### The metal 1 layer, run 1

Bar = 20 um. Supply wires on this layer in gray. Cells faint in the background.
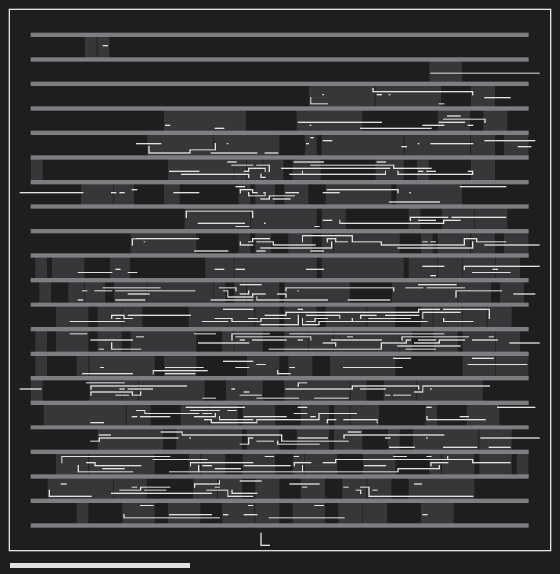
### Cell sizes after repair, run 1

Bar = 20 um.
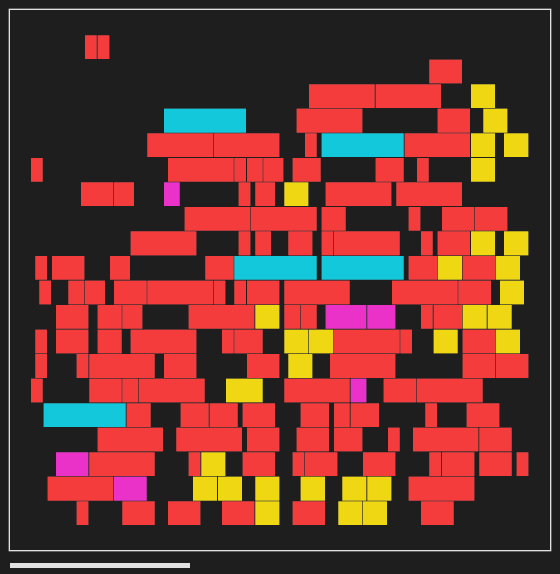
### Met2 routing, run 1

Bar = 20 um. Cells faint in the background.
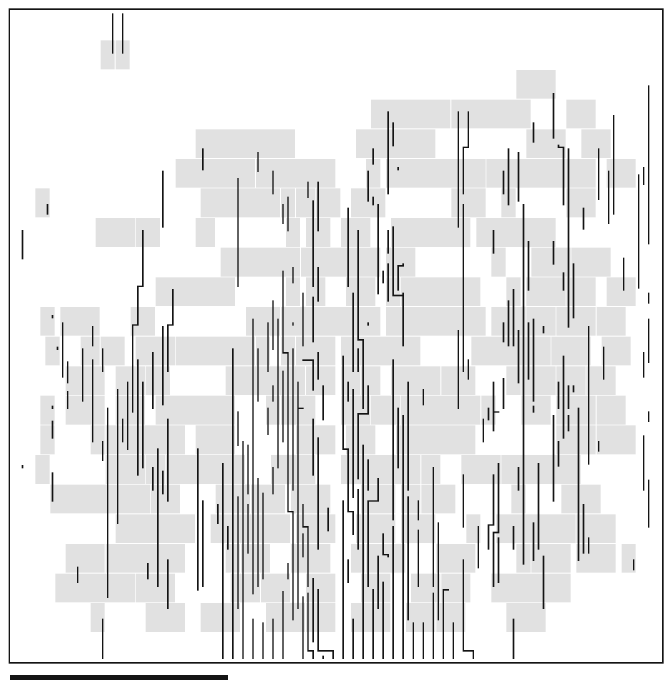
==> config.mk <==
export PLATFORM = sky130hd
export DESIGN_NAME = lcd_status
export DESIGN_NICKNAME = d
export VERILOG_FILES = /design/src/rtl/lcd_status.sv
export SDC_FILE = /design/constraint.sdc
export NUM_CORES = 1
export LEC_CHECK = 0
export CAP_MARGIN = 0
export CORE_MARGIN = 2
export CORE_UTILIZATION = 37
export CTS_BUF_LIST = sky130_fd_sc_hd__clkbuf_16
export DETAILED_ROUTE_END_ITERATION = 8
export PLACE_DENSITY = 0.77
export SYNTH_ARGS = -nofsm -noshare
export SYNTH_HDL_FRONTEND = slang
export SYNTH_SLANG_ARGS = --single-unit
==> constraint.sdc <==
create_clock -name i_clk -period 1.8 [get_ports i_clk]
set_input_delay 0.36 -clock i_clk [delete_from_list [all_inputs] [get_ports i_clk]]
set_output_delay 0.36 -clock i_clk [all_outputs]
set_load 0.05 [all_outputs]
==> src/rtl/lcd_status.sv <==
// Display-status stage: samples the scanline/hblank, maintains DISPSTAT/VCOUNT,
// and emits one-cycle IRQ and DMA trigger pulses on VBlank/HBlank/VCount-match edges.
module lcd_status #(
  parameter logic [7:0] VBLANK_START = 8'd160,
  parameter logic [7:0] VBLANK_END   = 8'd227,
  parameter logic [7:0] LAST_LINE    = 8'd227
) (
  input  logic        i_clk,
  input  logic        i_rst,
  input  logic [7:0]  i_v_addr,
  input  logic        i_hblank,
  input  logic        i_dispstat_we,
  input  logic [15:0] i_dispstat_wdata,
  output logic [15:0] o_dispstat,
  output logic [15:0] o_vcount,
  output logic        o_irq_vblank,
  output logic        o_irq_hblank,
  output logic        o_irq_vcount,
  output logic        o_dma_vblank,
  output logic        o_dma_hblank
);

  typedef enum logic [1:0] {
    ARM_IDLE,
    ARM_FILL,
    ARM_LIVE
  } arm_t;

  arm_t       r_arm;
  arm_t       w_arm_next;

  logic [7:0] r_line;
  logic       r_hb;
  logic       r_vbl;
  logic       r_hbl;
  logic       r_match;
  logic [2:0] r_en;
  logic [7:0] r_lyc;

  logic       r_irq_vblank;
  logic       r_irq_hblank;
  logic       r_irq_vcount;
  logic       r_dma_vblank;
  logic       r_dma_hblank;

  logic       w_armed;
  logic       w_vbl_next;
  logic       w_hbl_next;
  logic       w_match_next;
  logic       w_vbl_rise;
  logic       w_hbl_rise;
  logic       w_match_rise;
  logic [7:0] w_line_clamped;

  // Arming waits until the flag registers hold values derived from real samples,
  // so the reset-to-live flag transition never looks like an edge.
  always_comb begin
    w_arm_next = r_arm;
    case (r_arm)
      ARM_IDLE: w_arm_next = ARM_FILL;
      ARM_FILL: w_arm_next = ARM_LIVE;
      default:  w_arm_next = ARM_LIVE;
    endcase
  end

  always_ff @(posedge i_clk) begin
    if (i_rst) r_arm <= ARM_IDLE;
    else       r_arm <= w_arm_next;
  end

  assign w_armed        = (r_arm == ARM_LIVE);
  assign w_line_clamped = (i_v_addr > LAST_LINE) ? LAST_LINE : i_v_addr;

  assign w_vbl_next   = (r_line >= VBLANK_START) && (r_line < VBLANK_END);
  assign w_hbl_next   = r_hb;
  assign w_match_next = (r_line == r_lyc);

  assign w_vbl_rise   = w_armed && w_vbl_next   && !r_vbl;
  assign w_hbl_rise   = w_armed && w_hbl_next   && !r_hbl;
  assign w_match_rise = w_armed && w_match_next && !r_match;

  always_ff @(posedge i_clk) begin
    if (i_rst) begin
      r_line       <= '0;
      r_hb         <= 1'b0;
      r_vbl        <= 1'b0;
      r_hbl        <= 1'b0;
      r_match      <= 1'b0;
      r_en         <= '0;
      r_lyc        <= '0;
      r_irq_vblank <= 1'b0;
      r_irq_hblank <= 1'b0;
      r_irq_vcount <= 1'b0;
      r_dma_vblank <= 1'b0;
      r_dma_hblank <= 1'b0;
    end else begin
      r_line  <= w_line_clamped;
      r_hb    <= i_hblank;
      r_vbl   <= w_vbl_next;
      r_hbl   <= w_hbl_next;
      r_match <= w_match_next;
      // Pulses register alongside their flag and use the pre-write enables.
      r_irq_vblank <= w_vbl_rise   && r_en[0];
      r_irq_hblank <= w_hbl_rise   && r_en[1];
      r_irq_vcount <= w_match_rise && r_en[2];
      r_dma_vblank <= w_vbl_rise;
      r_dma_hblank <= w_hbl_rise && (r_line < VBLANK_START);
      if (i_dispstat_we) begin
        r_en  <= i_dispstat_wdata[5:3];
        r_lyc <= i_dispstat_wdata[15:8];
      end
    end
  end

  assign o_dispstat   = {r_lyc, 2'b00, r_en, r_match, r_hbl, r_vbl};
  assign o_vcount     = {8'h00, r_line};
  assign o_irq_vblank = r_irq_vblank;
  assign o_irq_hblank = r_irq_hblank;
  assign o_irq_vcount = r_irq_vcount;
  assign o_dma_vblank = r_dma_vblank;
  assign o_dma_hblank = r_dma_hblank;

endmodule
==> results.ini, run 1 <==
[setup_path]
critPathRequiredTime_ns=1.44
cp_slowest_cell=clkdlybuf4s50_1
critical-path-top-delay-family=buffers and inverters
timing.reg2reg.worst_path_depth=3

[cts]
clock_tree.root_cell=clkbuf_16
post_cts_resized=0
cts-buffers-inserted=5

[floorplanning]
die_w_um=59.9
core_um2=3000
fp_util=0.385

[routing]
met3_length_um=175
post-route-drc-count=0

[flow_run]
tool_warnings=31
max_cap_violations=0

[logic_synthesis]
top_cells_by_area=dfxtp_1 (52%), mux2i_1 (9.5%), buf_4 (8.5%)
post_synth_and_or_nand_nor_area_fraction=0.193
synth-adder-area-share=0
synthDominantCellAreaShare=0.520
topCombFamilyByArea=simple AND/OR/NAND/NOR gates
common_cells=dfxtp_1 (30), nor2_1 (16), buf_4 (13), mux2i_1 (11), xnor2_1 (5)
syn_area_per_cell_um2=10.4
synthesis.yosys.warnings=0

[global_routing]
vias_in_the_first_global_route=885

[placement]
dp.final_hpwl_um=2120

[run_status]
run_status=finished clean

[min_path]
hold-path-endpoint=r_arm[0]$_SDFF_PP0_

[power_and_ir_drop]
power_top_consumer=the clock network
switchingPower_mw=0.489
seq-power_mw=0.731

[timing]
final_hold_viol_count=0
grt_setup_unrepaired=no
setup_viol=0

Back to the opening pictures, 'The metal 1 layer':
nets with wire on the layer = 156
main direction = horizontal
wire length on this layer = 1120 um
share of all routed wire = 43%

Back to the opening pictures, 'Cell sizes after repair':
yellow -> x3 and x4  # cells 30
red -> x1 and smaller  # cells 123
cyan -> x6 and larger  # cells 5
magenta -> x2  # cells 6

Back to the opening pictures, 'Met2 routing':
longest straight run = 33.0 um
share of all routed wire = 48%
wire length on this layer = 1250 um

run 1: per-stage QoR:
step	total power, mW	instances	setup WS [ns]	area [um2]	util
floorplan	0.974	120	0.173	1190	-
global placement	1.07	190	0.0574	1580	0.525
detailed placement	1.08	190	0.0369	1580	0.525
CTS	1.83	197	0.0476	1710	0.570
global route	1.89	197	0.0244	1710	0.570
finish	1.81	197	0.0615	1710	0.570
run 1: sequential cells by signal (all words and copies together) (netlist names), 2 cells and up:
signal  cells
r_lyc       8
r_en        3
r_arm       2
r_line      8
run 1: layout make-up:
cell class | instances | area (um2)
clock buffers | 5 | 125
clock inverters | 2 | 10.0
well taps | 33 | 41.3
multi-input cells | 73 | 474
repair buffers | 53 | 458
fillers | 274 | 1290
inverters | 1 | 3.75
flip-flops and latches | 30 | 601
## Run 2: what changed since run 1
CELL_PAD_IN_SITES_DETAIL_PLACEMENT = 2   (was unset)
CELL_PAD_IN_SITES_GLOBAL_PLACEMENT = 2   (was unset)
CORE_MARGIN = unset   (was 2)
CORE_UTILIZATION = 21   (was 37)
==> results.ini, run 2 <==
[setup_path]
critical-path-top-delay-family=simple AND/OR/NAND/NOR gates
worst_path_buffer_plus_inverter_count=1
critical_path.cell_chain=clkdlybuf4s50_1 > or4_4 > nor4_2
cp_slowest_cell=or4_4
worst-path-stages=3
critPathRequiredTime_ns=1.99
setup.worst_path.start_class=input pin
timing.reg2reg.worst_path_depth=3
crit_path_max_fanout=3

[run_status]
run_status=finished clean

[floorplanning]
fp_util=0.222
die_w_um=76.2
core_um2=5200

[cts]
ctsHtreeMaxLevel=2
hold_buffers=0
cts-buffers-inserted=5
post_cts_resized=0
clock_tree.root_cell=clkbuf_16

[routing]
met3_length_um=147
route.detailed.vias_per_inst=4.05
post-route-drc-count=0

[global_routing]
vias_in_the_first_global_route=1058

[placement]
routabilityCongestion=0.714
placed_area_um2=1600
dp.final_hpwl_um=2660
dp_cells=225
dpl_worst_slack_ns=0.0416

[power_and_ir_drop]
power_top_consumer=the clock network
p_total_mw=1.82
seq-power_mw=0.732

[logic_synthesis]
post_synth_and_or_nand_nor_area_fraction=0.193
top_cells_by_area=dfxtp_1 (52%), mux2i_1 (9.5%), buf_4 (8.5%)
synth-adder-area-share=0
syn_area_per_cell_um2=10.4
synthesis.yosys.warnings=0
common_cells=dfxtp_1 (30), nor2_1 (16), buf_4 (13), mux2i_1 (11), xnor2_1 (5)
topCombFamilyByArea=simple AND/OR/NAND/NOR gates
synthDominantCellAreaShare=0.520

[timing]
grt_setup_unrepaired=no
final_hold_viol_count=0
setup_viol=0

[layout]
finish.utilization=0.333
layoutNonFillerInstCount=231
largest_registers=r_line: 8 flops, r_lyc: 8 flops, r_en: 3 flops

[flow_run]
tool_warnings=31
max_cap_violations=0

-- run 2: netlist changes by cell type in the layout (fill, tap and decap cells not counted), sizes merged --
cell           previous run  this run
clkdlybuf4s50            24        22
clkinv                    2         1
-- run 2: final timing paths --
kind / startpoint / endpoint
worst max-delay path: i_rst / o_irq_vcount$_SDFF_PP0_
worst min-delay path: r_arm[0]$_SDFF_PP0_ / r_arm[0]$_SDFF_PP0_
worst max register to register: r_line[5]$_SDFF_PP0_ / o_irq_vblank$_SDFF_PP0_
worst min register to register: r_arm[0]$_SDFF_PP0_ / r_arm[0]$_SDFF_PP0_
-- run 2: cell type report --
cell class              instances  area [um2]
fillers                       589        3470
clock buffers                   5         125
flip-flops and latches         30         601
multi-input cells              73         474
inverters                       1        3.75
repair buffers                 51         438
clock inverters                 1        3.75
well taps                      70        87.6
### The metal 1 layer, run 2

Bar = 20 um. Supply wires on this layer in gray. Cells faint in the background.
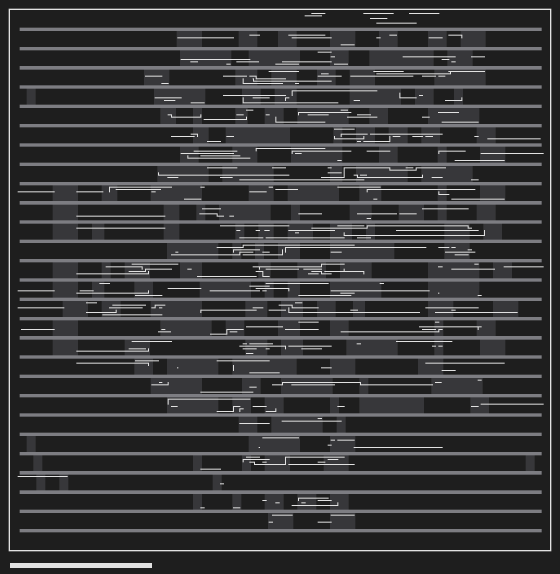
wire length on this layer = 1300 um
share of all routed wire = 38%
main direction = horizontal
nets with wire on the layer = 162
longest straight run = 19.8 um

### Cell sizes after repair, run 2

Bar = 20 um.
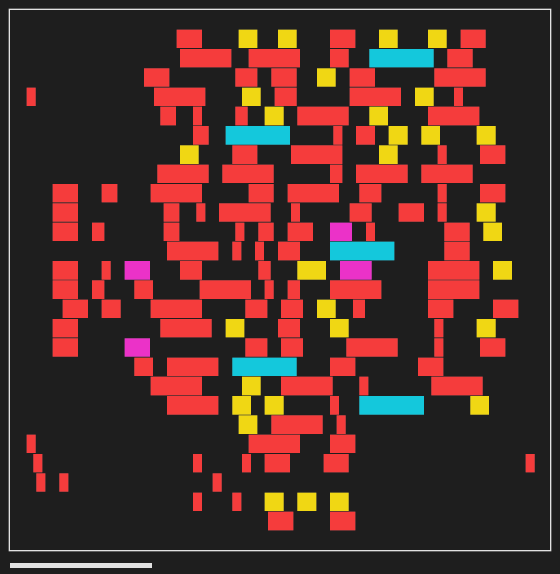
cyan -> x6 and larger  # cells 5
magenta -> x2  # cells 4
red -> x1 and smaller  # cells 122
yellow -> x3 and x4  # cells 30

Power and IR drop assume default switching activity.
